===== src/rtl/mem_port_arbiter.sv =====
`default_nettype none
// ============================================================================
// Module   : mem_port_arbiter
// Purpose  : Shares one single-ported RAM between instruction fetch and data
//            memory; data wins by default, a starvation counter forces fetch.
// Revision : 1.0
// ============================================================================
module mem_port_arbiter #(
  parameter int STARVE_MAX = 4,
  parameter int TIMEOUT    = 64
) (
  input  logic        CLK,
  input  logic        RST,
  input  logic        iREN,
  input  logic [31:0] iaddr,
  output logic [31:0] iload,
  output logic        ihit,
  input  logic        dREN,
  input  logic        dWEN,
  input  logic [31:0] daddr,
  input  logic [31:0] dstore,
  output logic [31:0] dload,
  output logic        dhit,
  output logic        ramREN,
  output logic        ramWEN,
  output logic [31:0] ramaddr,
  output logic [31:0] ramstore,
  input  logic [31:0] ramload,
  input  logic [1:0]  ramstate,
  output logic        err,
  output logic [1:0]  err_code
);

  typedef enum logic [1:0] {
    IDLE  = 2'd0,
    GNT_I = 2'd1,
    GNT_D = 2'd2
  } state_t;

  localparam logic [1:0] c_RAM_ACCESS   = 2'd2;
  localparam logic [1:0] c_RAM_ERROR    = 2'd3;
  localparam logic [1:0] c_CODE_RAM     = 2'd1;
  localparam logic [1:0] c_CODE_TIMEOUT = 2'd2;
  localparam logic [3:0] c_STARVE_MAX   = 4'(STARVE_MAX);
  localparam logic [7:0] c_WAIT_LAST    = 8'(TIMEOUT - 1);

  state_t      r_state;
  logic [3:0]  r_starve_cnt;
  logic [7:0]  r_wait_cnt;
  logic        r_ram_ren;
  logic        r_ram_wen;
  logic [31:0] r_ram_addr;
  logic [31:0] r_ram_store;
  logic [1:0]  r_err_code;

  logic w_in_gnt;
  logic w_access;
  logic w_error;
  logic w_timeout;
  logic w_done;
  logic w_dreq;
  logic w_pick_d;

  assign w_in_gnt  = (r_state != IDLE);
  assign w_access  = w_in_gnt && (ramstate == c_RAM_ACCESS);
  assign w_error   = w_in_gnt && (ramstate == c_RAM_ERROR);
  // A RAM error in the last allowed cycle is reported as an error, not a timeout.
  assign w_timeout = w_in_gnt && !w_access && !w_error && (r_wait_cnt == c_WAIT_LAST);
  assign w_done    = w_access || w_error || w_timeout;
  assign w_dreq    = dREN | dWEN;
  assign w_pick_d  = w_dreq && !(iREN && (r_starve_cnt == c_STARVE_MAX));

  // Completion pulses are suppressed if the requester has dropped its request.
  assign ihit  = !RST && (r_state == GNT_I) && w_access && iREN;
  assign dhit  = !RST && (r_state == GNT_D) && w_access && w_dreq;
  assign iload = ihit ? ramload : 32'd0;
  assign dload = dhit ? ramload : 32'd0;
  assign err   = !RST && (w_error || w_timeout);

  assign ramREN   = r_ram_ren;
  assign ramWEN   = r_ram_wen;
  assign ramaddr  = r_ram_addr;
  assign ramstore = r_ram_store;
  assign err_code = r_err_code;

  always_ff @(posedge CLK) begin
    if (RST) begin
      r_state      <= IDLE;
      r_starve_cnt <= 4'd0;
      r_wait_cnt   <= 8'd0;
      r_ram_ren    <= 1'b0;
      r_ram_wen    <= 1'b0;
      r_ram_addr   <= 32'd0;
      r_ram_store  <= 32'd0;
      r_err_code   <= 2'd0;
    end else begin
      case (r_state)
        IDLE: begin
          r_wait_cnt <= 8'd0;
          if (w_pick_d) begin
            r_state     <= GNT_D;
            r_ram_ren   <= !dWEN;
            r_ram_wen   <= dWEN;
            r_ram_addr  <= daddr;
            r_ram_store <= dstore;
            if (!iREN) begin
              r_starve_cnt <= 4'd0;
            end else if (r_starve_cnt != c_STARVE_MAX) begin
              r_starve_cnt <= r_starve_cnt + 4'd1;
            end
          end else if (iREN) begin
            r_state      <= GNT_I;
            r_ram_ren    <= 1'b1;
            r_ram_wen    <= 1'b0;
            r_ram_addr   <= iaddr;
            r_ram_store  <= 32'd0;
            r_starve_cnt <= 4'd0;
          end
        end
        default: begin
          if (w_done) begin
            r_state     <= IDLE;
            r_ram_ren   <= 1'b0;
            r_ram_wen   <= 1'b0;
            r_ram_addr  <= 32'd0;
            r_ram_store <= 32'd0;
            if (w_error) begin
              r_err_code <= c_CODE_RAM;
            end else if (w_timeout) begin
              r_err_code <= c_CODE_TIMEOUT;
            end
          end else begin
            r_wait_cnt <= r_wait_cnt + 8'd1;
          end
        end
      endcase
    end
  end

endmodule
`default_nettype wire


===== config.mk =====
export PLATFORM = sky130hd
export DESIGN_NAME = mem_port_arbiter
export DESIGN_NICKNAME = d
export VERILOG_FILES = /design/src/rtl/mem_port_arbiter.sv
export SDC_FILE = /design/constraint.sdc
export NUM_CORES = 1
export LEC_CHECK = 0
export CORE_ASPECT_RATIO = 1.1
export CORE_MARGIN = 5
export CORE_UTILIZATION = 34
export DETAILED_ROUTE_END_ITERATION = 10
export PLACE_DENSITY = 0.81
export SYNTH_ARGS = -nofsm -noshare
export SYNTH_HDL_FRONTEND = slang
export SYNTH_SLANG_ARGS = --single-unit

===== constraint.sdc =====
create_clock -name CLK -period 2.2 [get_ports CLK]
set_input_delay 0.33 -clock CLK [delete_from_list [all_inputs] [get_ports CLK]]
set_output_delay 0.33 -clock CLK [all_outputs]
set_load 0.1 [all_outputs]

==> ds_physical_params.txt, run 1 <==
Characteristics after synthesis and place and route

Parameter                              Value

Power and ir drop
  LEAKAGE    3.26 nW
  Power Dens Cells    802 mW/mm^2
  Max rail drop VDD    0.675 mV

Setup path
  Critical path's largest stage delay    0.26 ns
  Kind of cell with the highest combined delay on the critical path    buffers and inverters
  Type of element launching the critical path    input port
  Worst Path Arrival    1.79 ns
  Startpoint of the most critical register-to-register path    r_wait_cnt[0]

Final layout
  Proportion of layout cells with a drive suffix above 1    0.380
  Growth of design area from synthesis to finish    109%

Logic synthesis
  YS warnings    0
  Register area share after synthesis    0.449
  Top cells, area    dfxtp_1 (45%), and2_1 (11%), mux2i_1 (9.0%), a22o_1 (7.7%), o2bb2ai_1 (7.7%)
  Post-synthesis xor/xnor area fraction    0.00240
  Share of synthesized cell area in full adder, half adder and majority cells    0.0103
  Cell with the most instances after synthesis    dfxtp_1
  Ys async rst share    0
  Distinct cells, synth    42

Timing
  Actual transition at the worst max-transition pin    0.385 ns
  Max Clock Skew    0.00507 ns
  Relative slew slack    0.742
  Portion of the clock cycle consumed by the worst path in the final layout    0.966

Run status
  Result of the run    finished clean

Hold path
  Worst hold path startpoint    err_code[1]
  Number of cells on the worst hold path    2

Routing
  Detailed-router iteration count before antenna repair    4
  Drt initial violations    110

Job
  Reported max-cap violation count    0

Global routing
  Congestion Overflow GR    0
  Largest net degree at the start of global routing    34

Placement
  Routability-driven placement congestion ratio    0.793
  Half-perimeter wire length after placement    10700 um

Die
  Die area    0.0129 mm^2

Clocking
  H-tree depth    3
  CTS Buffer Depth    2
## run 1: metal layers
metal,GRT usage,vias up,share of wire,routed length (um)
met2,0.391,199,0.52,7230
li1,-,1873,-,-
met5,0,-,0,0
met4,0.0702,0,0.023,311
met1,0.210,1770,0.37,5040
met3,0.0643,22,0.088,1220
## run 1: sequential cells by signal, summed over array words and instances, names as in the netlist
register and count:
r_starve_cnt 4, ramWEN 1, r_state 2, ramREN 1, r_wait_cnt 8, ramstore 32
err_code 2, ramaddr 32
## run 1: metrics by stage
step	TNS, ns	instance area (um^2)	hold WS [ns]
floorplan	-0.133	3770	0.462
global placement	-0.121	7180	0.445
detailed placement	-0.417	7180	0.449
CTS	0	7630	0.460
global route	0	7630	0.477
finish	0	7630	0.459
## run 1: power breakdown
group,switching [W],internal (W)
registers,0.000139,0.00170
clock network,0.000613,0.000886
logic,0.00200,0.000790
total,0.00275,0.00338
## run 1: cell usage in the layout (no fill, tap or decap), types with 2 or more instances in the layout
master	instances
a31oi_1	2
nor3_1	2
inv_1	3
a22o_1	32
nand4_1	4
o31ai_1	2
o21ai_0	4
dlygate4sd2_1	5
a21oi_1	9
and2_4	36
nand2b_1	2
or3_1	4
buf_12	73
nor3b_1	2
clkinvlp_4	4
clkdlybuf4s50_1	129
ha_1	3
bufbuf_16	2
o211ai_1	2
nor2b_1	2
dfxtp_1	81
and2_2	25
o2bb2ai_1	32
buf_4	83
and2_1	3
clkbuf_16	9
inv_6	2
nand2_1	9
mux2i_1	33
or4_1	2
nand3_1	6
nand4b_1	2
nor2_1	13
## run 1: final cells by class
type	count	area, um^2
repair buffers	293	3500
fillers	694	2810
multi-input cells	250	2000
flip-flops and latches	82	1640
clock buffers	9	225
well taps	143	179
clock inverters	7	77.6
inverters	3	11.3
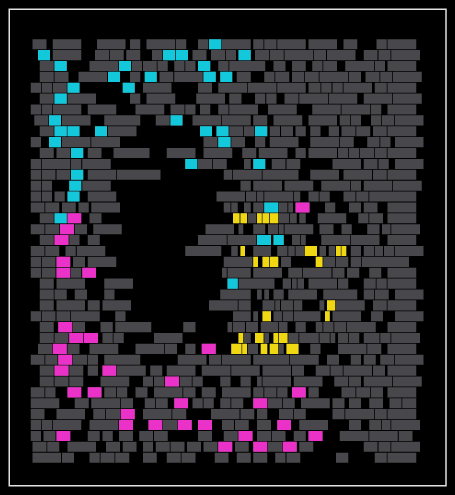
Fig. 1. Gate families picked out (run 1).
Drawn at 4 px/um.
colour	family	cells	most used
magenta	multiplexers	33	mux2i_1
yellow	NAND gates	25	nand2_1
cyan	AND-OR and OR-AND gates	36	a22o_1

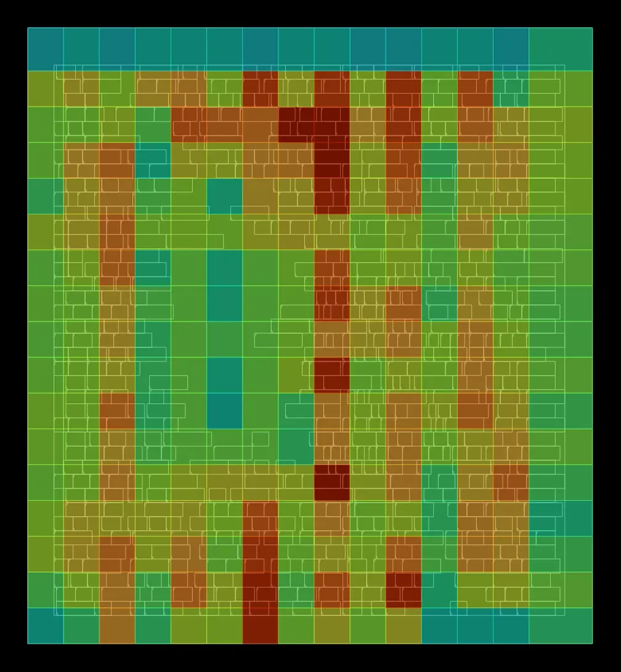
Fig. 2. Routing congestion map (run 1).
Total Routing Usage GR: 0.207
global routing usage on met3: 0.0643
GRT met2 Usage: 0.391
routed length per placed instance: 17.5 um

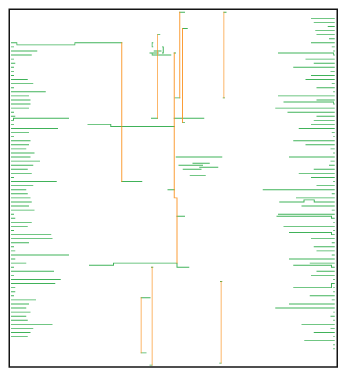
Fig. 3. Signal wires by layer (run 1).
Drawn at 3 px/um. Two of the layers only.
colour	layer	wire length
green	met3	1220 um
orange	met4	312 um
total wire length: 13800 um
via count: 3864

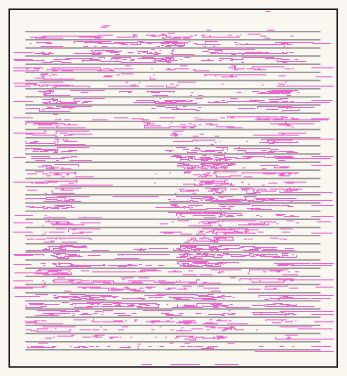
Fig. 4. Met1 routing (run 1).
Drawn at 3 px/um. Supply wires on this layer in grey.
longest straight run	26.2 um
wire length on this layer	5040 um
share of all routed wire	37%
nets with wire on the layer	670
main direction	horizontal
grt met1 use: 0.210

## Run 2: what changed since run 1
--- a/config.mk
+++ b/config.mk
@@ -5,7 +5,6 @@
 export SDC_FILE = /design/constraint.sdc
 export NUM_CORES = 1
 export LEC_CHECK = 0
-export CORE_ASPECT_RATIO = 1.1
 export CORE_MARGIN = 5
 export CORE_UTILIZATION = 34
 export DETAILED_ROUTE_END_ITERATION = 10
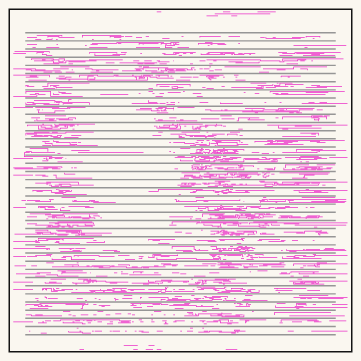
Fig. 5. Met1 routing (run 2).
Drawn at 3 px/um. Supply wires on this layer in grey.
nets with wire on the layer	683
share of all routed wire	37%
total wire length: 14400 um
grt met1 use: 0.231
via count: 3900

==> run 2 against run 1 <==
Routed wire length grew 4.1%; power shrank 3.6%; clock skew grew 0.0021 ns; combinational power is essentially flat; core utilization shrank 0.37 points; sequential share of layout area grew 0.16 points; via count grew 0.93%; critical path depth grew 1; sequential cell count is the same; die area is essentially flat; fmax shrank 0.32%; clock power shrank 15%.
==> ds_physical_params.txt, run 2 <==
Characteristics after synthesis and place and route

Parameter                              Value

Run status
  Result of the run    finished clean

Setup path
  Kind of cell with the highest combined delay on the critical path    buffers and inverters
  Type of element launching the critical path    input port
  Critical path's largest stage delay    0.27 ns (about the same)
  Worst Path Arrival    1.80 ns (about the same)

Hold path
  Number of cells on the worst hold path    2 (unchanged)

Clocking
  CTS Buffer Depth    2 (unchanged)

Logic synthesis
  Cell with the most instances after synthesis    dfxtp_1
  YS warnings    0 (unchanged)
  Ys async rst share    0 (unchanged)
  Register area share after synthesis    0.449 (unchanged)
  Top cells, area    dfxtp_1 (45%), and2_1 (11%), mux2i_1 (9.0%), a22o_1 (7.7%), o2bb2ai_1 (7.7%)
  Distinct cells, synth    42 (unchanged)

Placement
  Placement-stage cell area    0.00716 mm^2 (-0.26%)

Timing
  Max Clock Skew    0.00718 ns (+0.00211 ns)
  Portion of the clock cycle consumed by the worst path in the final layout    0.969 (+0.00311)
  Actual transition at the worst max-transition pin    0.443 ns (+0.0580 ns)

Routing
  Drt initial violations    130 (+18%)

Final layout
  Commonest non-fill, non-tap cells in the layout    clkdlybuf4s50_1 (129), dfxtp_1 (81), buf_4 (81)
  Cell area after layout    0.00758 mm^2 (-0.75%)
  Most frequently placed logic cell in the final layout    clkdlybuf4s50_1
  Filler instances    703 (+1.3%)

Power and ir drop
  Switching portion of total power    0.451 (+0.00184)
  Max rail drop VDD    0.761 mV (+13%)
  Relative contribution of combinational cells to total power    0.473 (+0.018)
  Clk network pwr share    0.216 (-0.029)
  Net Sw Power    0.00266 W (-3.2%)

Job
  Reported max-cap violation count    0 (unchanged)

Global routing
  Largest net degree at the start of global routing    39 (+15%)
  Congestion Overflow GR    0 (unchanged)
  Total Routing Usage GR    0.212 (+0.00576)
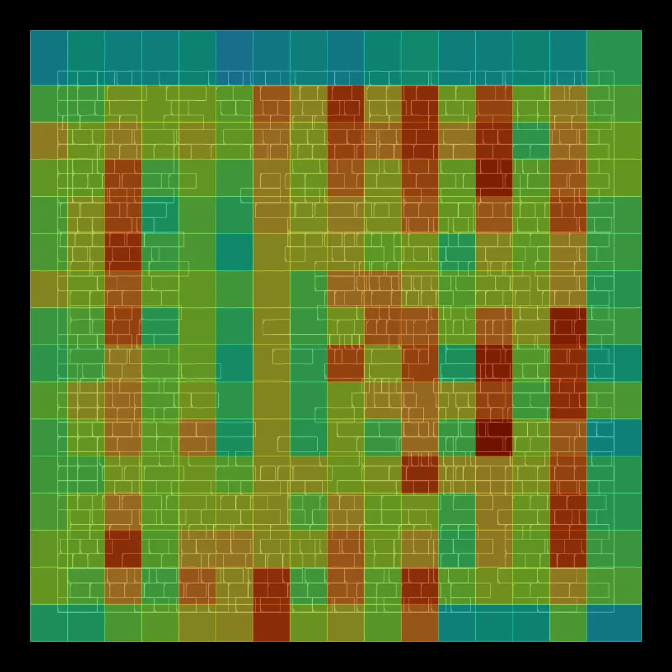
Fig. 6. Routing congestion map (run 2).
routed length per placed instance: 18.4 um
global routing usage on met3: 0.0658
final core utilization: 0.727

[run 2: path summary, 6_finish.rpt]
| check | startpoint | end | slack (ns) |
|---|---|---|---|
| max | ramstate[0] | dload[15] | 0.07 |
| min | err_code[1] | err_code[1] | 0.46 |
| max reg2reg | r_wait_cnt[0] | ramstore[5] | 0.19 |
| min reg2reg | err_code[1] | err_code[1] | 0.46 |
[run 2: cells by family after synthesis]
family,Yosys count,share of synthesized area
buf+inv,33,0.0455
mux,33,0.0904
fa+ha+maj,3,0.0103
simple gates,123,0.203
compound gates,90,0.199
flops,82,0.449
xor+xnor,1,0.00240
[run 2: repair_timing]
item | in CTS | in global routing
setup endpoints to repair | 35 | 35
resized | 32 | 4
pin swaps | 3 | 2
gates cloned | 3 | 0
buffers inserted | 6 | 1
[run 2: metal layers]
| layer | vias up | track usage | wire (um) |
|---|---|---|---|
| met4 | 0 | 0.0617 | 246 |
| li1 | 1873 | - | - |
| met2 | 185 | 0.394 | 7610 |
| met1 | 1826 | 0.231 | 5350 |
| met5 | - | 0 | 0 |
| met3 | 16 | 0.0658 | 1160 |
[run 2: power by group through the flow]
stage	combinational (W)	sequential (W)	clock [W]
2_1_floorplan	0.000591	0.00323	0
3_3_place_gp	0.00274	0.00186	0
3_5_place_dp	0.00277	0.00186	0
4_1_cts	0.00280	0.00183	0.00132
5_1_grt	0.00289	0.00187	0.00138
6_report	0.00279	0.00184	0.00127
[run 2: cell type report]
type / count / area (um^2) / area share
Antenna cell: 1 / 2.50 / 0.000330
Multi-Input combinational cell: 250 / 2020 / 0.267
Clock buffer: 11 / 131 / 0.0173
Sequential cell: 82 / 1640 / 0.217
Timing Repair Buffer: 292 / 3500 / 0.461
Inverter: 3 / 11.3 / 0.00149
Clock inverter: 5 / 103 / 0.0135
Tap cell: 136 / 170 / 0.0225
Power and IR drop assume default switching activity.
